Metal 1:
Scale: 3 px per um. Cells faint in the background.
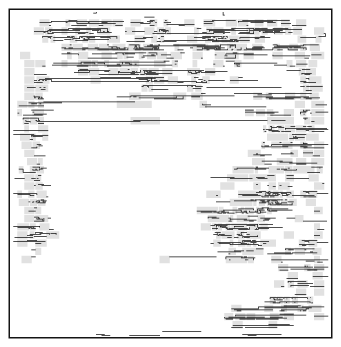
M2 wires:
Scale: 4 px per um.
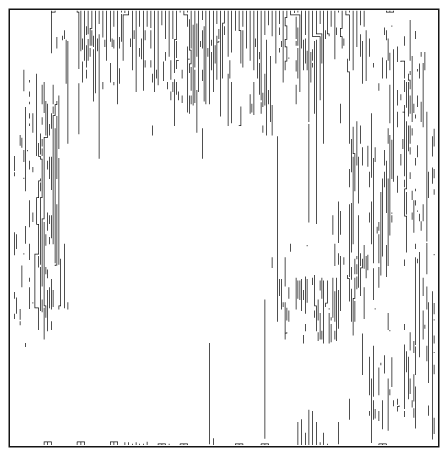
Signal wires on met3:
Scale: 2 px per um. Cells faint in the background.
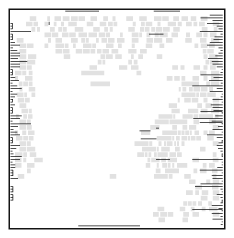
Design mem_arbiter, sky130hd; sources not shown.
==> results_dict.tcl <==
# implementation run metrics
set metrics [dict create \
    htree_levels 1 \
    fin_area_sq_um 3232 \
    violations "setup timing" \
    drt_pass1_iterations 4 \
    track_usage_pct 11.52 \
    pin_count 268 \
    ir_worst_vdd_uv 205.8 \
    xor_area_share_pct 0 \
    arrival_ns 1.57 \
    p_sw_share_pct 31.83 \
    finalWorstSetupSlack_ns -0.05439 \
    buffers 188 \
    ys_chip_area_sq_um 1658 \
    io_buffer_count 171 \
    powerDensity_nw_per_um2 303.4 \
    grt_pass1_wl_um 10460 \
    edf_count 0 \
    period_minus_slack_ns 1.944 \
    top_layer "met4" \
    postCtsSetupBuffers 1 \
    worst_path_dominant_cell_family "buffers and inverters" \
    setup_viol 18 \
    first_global_vias 1994 \
    place_ws_ns -0.5641 \
    yosysSeqAreaShare_pct 7.245 \
    dp_hpwl_um 5460 \
    ys_top_cells_by_area "buf_4 29%, a22oi_1 14%, and3_1 12%" \
    grt_max_degree 39 \
    clock_latency_ns 0.23 \
    synth.avg_cell_area_sq_um 7.208 \
    comb_share_pct 32.13 \
    top_area_cell_class "buffers" \
    reg2regPathDepth 7 \
    wl_met3_um 608 \
    yosysUniqueCellTypes 27 \
    pg_seq_uw 138 \
    outcome "finished with violations" \
    critical-path-max-stage-delay_ns 0.37 \
    netlist.area_leader.share_pct 29.43 \
    rrSetupSlack_ns 0.21 \
    whs_ns 0.5071 \
]
Notes on 'metal 1' above:
wire length on this layer: 2920 um
main direction: horizontal
share of all routed wire: 39%
nets with wire on the layer: 360
overall routed net length: 7533 um
DR vias: 2024
met1 track demand over resource: 12.84%

Notes on 'M2 wires' above:
nets with wire on the layer: 413
share of all routed wire: 50%
main direction: vertical
wire length on this layer: 3730 um
longest straight run: 46.2 um
global-route met2 utilization: 20.25%

Notes on 'signal wires on met3' above:
nets with wire on the layer: 112
longest straight run: 30.6 um
main direction: horizontal
wire length on this layer: 609 um
met3 GRT Util: 2.690%

